--- src/rtl/inner_loop_pkg.sv ---
// Shared blitter definitions: memory cycle encodings, inner-loop state
// encoding, command register bit positions and phase-sequencing helpers.
package inner_loop_pkg;

   localparam logic [1:0] CYC_SREAD  = 2'b00;
   localparam logic [1:0] CYC_DREAD  = 2'b01;
   localparam logic [1:0] CYC_DWRITE = 2'b10;

   localparam int SRCEN_BIT = 0;
   localparam int DSTEN_BIT = 3;

   typedef enum logic [1:0] {
      IDLE   = 2'd0,
      SREAD  = 2'd1,
      DREAD  = 2'd2,
      DWRITE = 2'd3
   } state_t;

   // First memory phase of a pixel; destination write always runs.
   function automatic state_t first_phase(input logic srcen, input logic dsten);
      if (srcen)
         return SREAD;
      else if (dsten)
         return DREAD;
      else
         return DWRITE;
   endfunction

   // Phase that follows an acknowledged phase; last marks the final pixel.
   function automatic state_t after_phase(input state_t s, input logic srcen,
                                          input logic dsten, input logic last);
      case (s)
         SREAD:   return dsten ? DREAD : DWRITE;
         DREAD:   return DWRITE;
         DWRITE:  return last ? IDLE : first_phase(srcen, dsten);
         default: return IDLE;
      endcase
   endfunction

   function automatic logic [1:0] cyc_of(input state_t s);
      case (s)
         DREAD:   return CYC_DREAD;
         DWRITE:  return CYC_DWRITE;
         default: return CYC_SREAD;
      endcase
   endfunction

endpackage

--- src/rtl/inner_loop_cnt.sv ---
// Inner pixel counter: shadow register loaded by the GPU, working down-counter
// snapshotted at pass start (with same-cycle bypass), decrement and is_one flag.
module inner_cnt #(
   parameter int CNT_W = 16
) (
   input  logic             clk,
   input  logic             reset_n,
   input  logic             countld,
   input  logic [CNT_W-1:0] din,
   input  logic             start,
   input  logic             dec,
   output logic [CNT_W-1:0] count,
   output logic             is_one
);

   logic [CNT_W-1:0] shadow;

   // NOTE: state registers use non-blocking assignments so every flop samples
   // the pre-edge values, independent of statement order.
   always_ff @(posedge clk or negedge reset_n) begin
      if (!reset_n) begin
         shadow <= '0;
         count  <= '0;
      end else begin
         if (countld)
            shadow <= din;
         if (start)
            count <= countld ? din : shadow;
         else if (dec)
            count <= count - 1'b1;
      end
   end

   // A start value of 0 wraps to all-ones, giving 2^CNT_W pixels.
   assign is_one = (count == CNT_W'(1));

endmodule

--- src/rtl/inner_loop.sv ---
// Blitter inner-loop sequencer: runs source read / destination read /
// destination write phases per pixel over a req/ack memory handshake.
// Optional status readback of the working count under `INNER_STAT_EN.
module inner_loop
   import inner_loop_pkg::*;
#(
   parameter int CNT_W = 16
) (
   input  logic             clk,
   input  logic             reset_n,
   input  logic [31:0]      gpu_din,
   input  logic             cmdld,
   input  logic             countld,
   input  logic             instart,
   input  logic             stopped,
   input  logic             mem_ack,
   output logic             mem_req,
   output logic [1:0]       cyc_type,
   output logic             inner_busy,
`ifdef INNER_STAT_EN
   input  logic             statrd,
   output logic [CNT_W-1:0] gpu_dout_out,
   output logic             gpu_dout_oe,
`endif
   output logic             indone
);

   state_t           state;
   state_t           phase_next;
   logic             srcen;
   logic             dsten;
   logic             run_srcen;
   logic             run_dsten;
   logic             ack_ok;
   logic             start;
   logic             is_one;
   logic [CNT_W-1:0] work_count;

   assign ack_ok     = mem_req & mem_ack;
   assign start      = (state == IDLE) & instart;
   assign phase_next = after_phase(state, run_srcen, run_dsten, is_one);

   inner_cnt #(.CNT_W(CNT_W)) u_cnt (
      .clk     (clk),
      .reset_n (reset_n),
      .countld (countld),
      .din     (gpu_din[CNT_W-1:0]),
      .start   (start),
      .dec     ((state == DWRITE) & ack_ok),
      .count   (work_count),
      .is_one  (is_one)
   );

   always_ff @(posedge clk or negedge reset_n) begin
      if (!reset_n) begin
         srcen <= 1'b0;
         dsten <= 1'b0;
      end else if (cmdld) begin
         srcen <= gpu_din[SRCEN_BIT];
         dsten <= gpu_din[DSTEN_BIT];
      end
   end

   // Phase enables in use are snapshotted at start so cmdld mid-pass is harmless.
   always_ff @(posedge clk or negedge reset_n) begin
      if (!reset_n) begin
         state      <= IDLE;
         mem_req    <= 1'b0;
         cyc_type   <= CYC_SREAD;
         indone     <= 1'b0;
         inner_busy <= 1'b0;
         run_srcen  <= 1'b0;
         run_dsten  <= 1'b0;
      end else begin
         indone <= 1'b0;
         if (state == IDLE) begin
            mem_req <= 1'b0;
            if (instart) begin
               run_srcen  <= srcen;
               run_dsten  <= dsten;
               state      <= first_phase(srcen, dsten);
               cyc_type   <= cyc_of(first_phase(srcen, dsten));
               inner_busy <= 1'b1;
            end
         end else if (ack_ok) begin
            mem_req    <= 1'b0;
            state      <= phase_next;
            cyc_type   <= cyc_of(phase_next);
            inner_busy <= (phase_next != IDLE);
            indone     <= (phase_next == IDLE);
         end else if (!stopped) begin
            // An outstanding request simply holds; stopped only blocks raising it.
            mem_req <= 1'b1;
         end
      end
   end

   logic unused_sink;

`ifdef INNER_STAT_EN
   assign gpu_dout_out = work_count;
   assign gpu_dout_oe  = statrd;
   assign unused_sink  = ^(gpu_din >> CNT_W);
`else
   assign unused_sink  = ^{gpu_din >> CNT_W, work_count};
`endif

endmodule
--- config.mk ---
export PLATFORM = sky130hd
export DESIGN_NAME = inner_loop
export DESIGN_NICKNAME = d
export VERILOG_FILES = /design/src/rtl/inner_loop_pkg.sv /design/src/rtl/inner_loop_cnt.sv /design/src/rtl/inner_loop.sv
export SDC_FILE = /design/constraint.sdc
export NUM_CORES = 1
export LEC_CHECK = 0
export CAP_MARGIN = 20
export CORE_UTILIZATION = 45
export DETAILED_ROUTE_END_ITERATION = 10
export PLACE_DENSITY_LB_ADDON = 0.05
export SYNTH_ARGS = -nofsm -noshare
export SYNTH_HDL_FRONTEND = slang
export SYNTH_SLANG_ARGS = --single-unit
--- constraint.sdc ---
create_clock -name clk -period 5.25 [get_ports clk]
set_clock_uncertainty 0.2 [all_clocks]
set_input_delay 0.7875 -clock clk [delete_from_list [all_inputs] [get_ports clk]]
set_output_delay 0.7875 -clock clk [all_outputs]
set_load 0.02 [all_outputs]
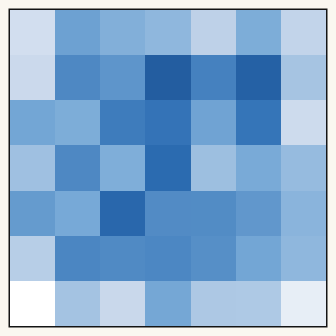
Fig. 1. Cell area per tile.
7 x 7 tiles, from white (low) to dark blue (high), 0 to 100% covered.
nearly empty tiles = 2.0%
fullest tile = 82%
tiles over 75% full = 8.2%
densest ninth of the die = center
mean over tiles = 49%
FP Core Util: 47.7%
total core area: 0.00441 mm^2
final core occ: 56.5%

==> deck_impl_summary.md <==
Physical Implementation Snapshot

Status
  – Status: completed

Critical path
  – Max FO, Critical Path: 12
  – WP buf/inv: 1
  – Setup crit end: u_cnt.count[13]
  – CP cell instances: clkdlybuf4s50_1, and4_1, nor2_1, a21o_1, a221o_1
  – Worst Path Required: about 5.2 ns
  – Critical path data arrival time: around 2.6 ns

Route
  – Met3 WL post-DR: ~250 um
  – WL final: 4.51 mm
  – Met2 Wirelength: 2.15 mm
  – Routed length per instance: around 17 um
  – Drt drc: 0

Worst hold path
  – Worst hold start: u_cnt.shadow[10]
  – Hold WC Path Type: reg2reg

GRT
  – Total Routing Usage GR: 19.8%
  – Overflow after GRT: 0
  – Antenna violations before repair: 0
  – Largest net degree at the start of global routing: 44

STA
  – Final Setup Violations: 0
  – Worst Tran Pin Value: 0.949 ns

Logic synthesis
  – Synthesized cell area: between 0.002 and 0.0025 mm^2
  – Comb area leader: simple AND/OR/NAND/NOR gates
  – Yosys cell types: 44
  – Adder share: 1.19%
  – Post-synth EDFFs: 0
  – Floorplan Nets: around 240

Power and ir drop
  – P_clk: about 0.00021 W
  – Seq pwr: 0.000548 W
  – Comb group: 0.000404 W
  – Cell Pwr Density: about 470 mW/mm^2
  – Net switching power: 0.000446 W

Layout
  – Logic area: 983 um^2
  – Nonclk buf count: 28

Die
  – Die H: about 70 um
  – Die width: between 70 and 80 um

Clocking
  – Resize count post-CTS: 0
  – CTS tree: built
  – Hold bufs inserted after CTS: 0

Place
  – Placed cell areas: 0.00241 mm^2
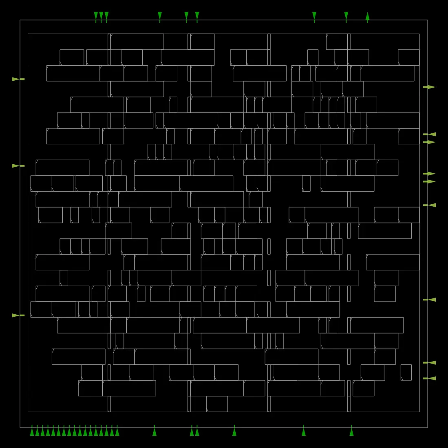
Fig. 2. Placed standard cells.
Flop Count: 43
Finished Layout Cells: 273
# rows: 24
TAP cells: 52

Power is estimated from default activity; no workload was simulated.
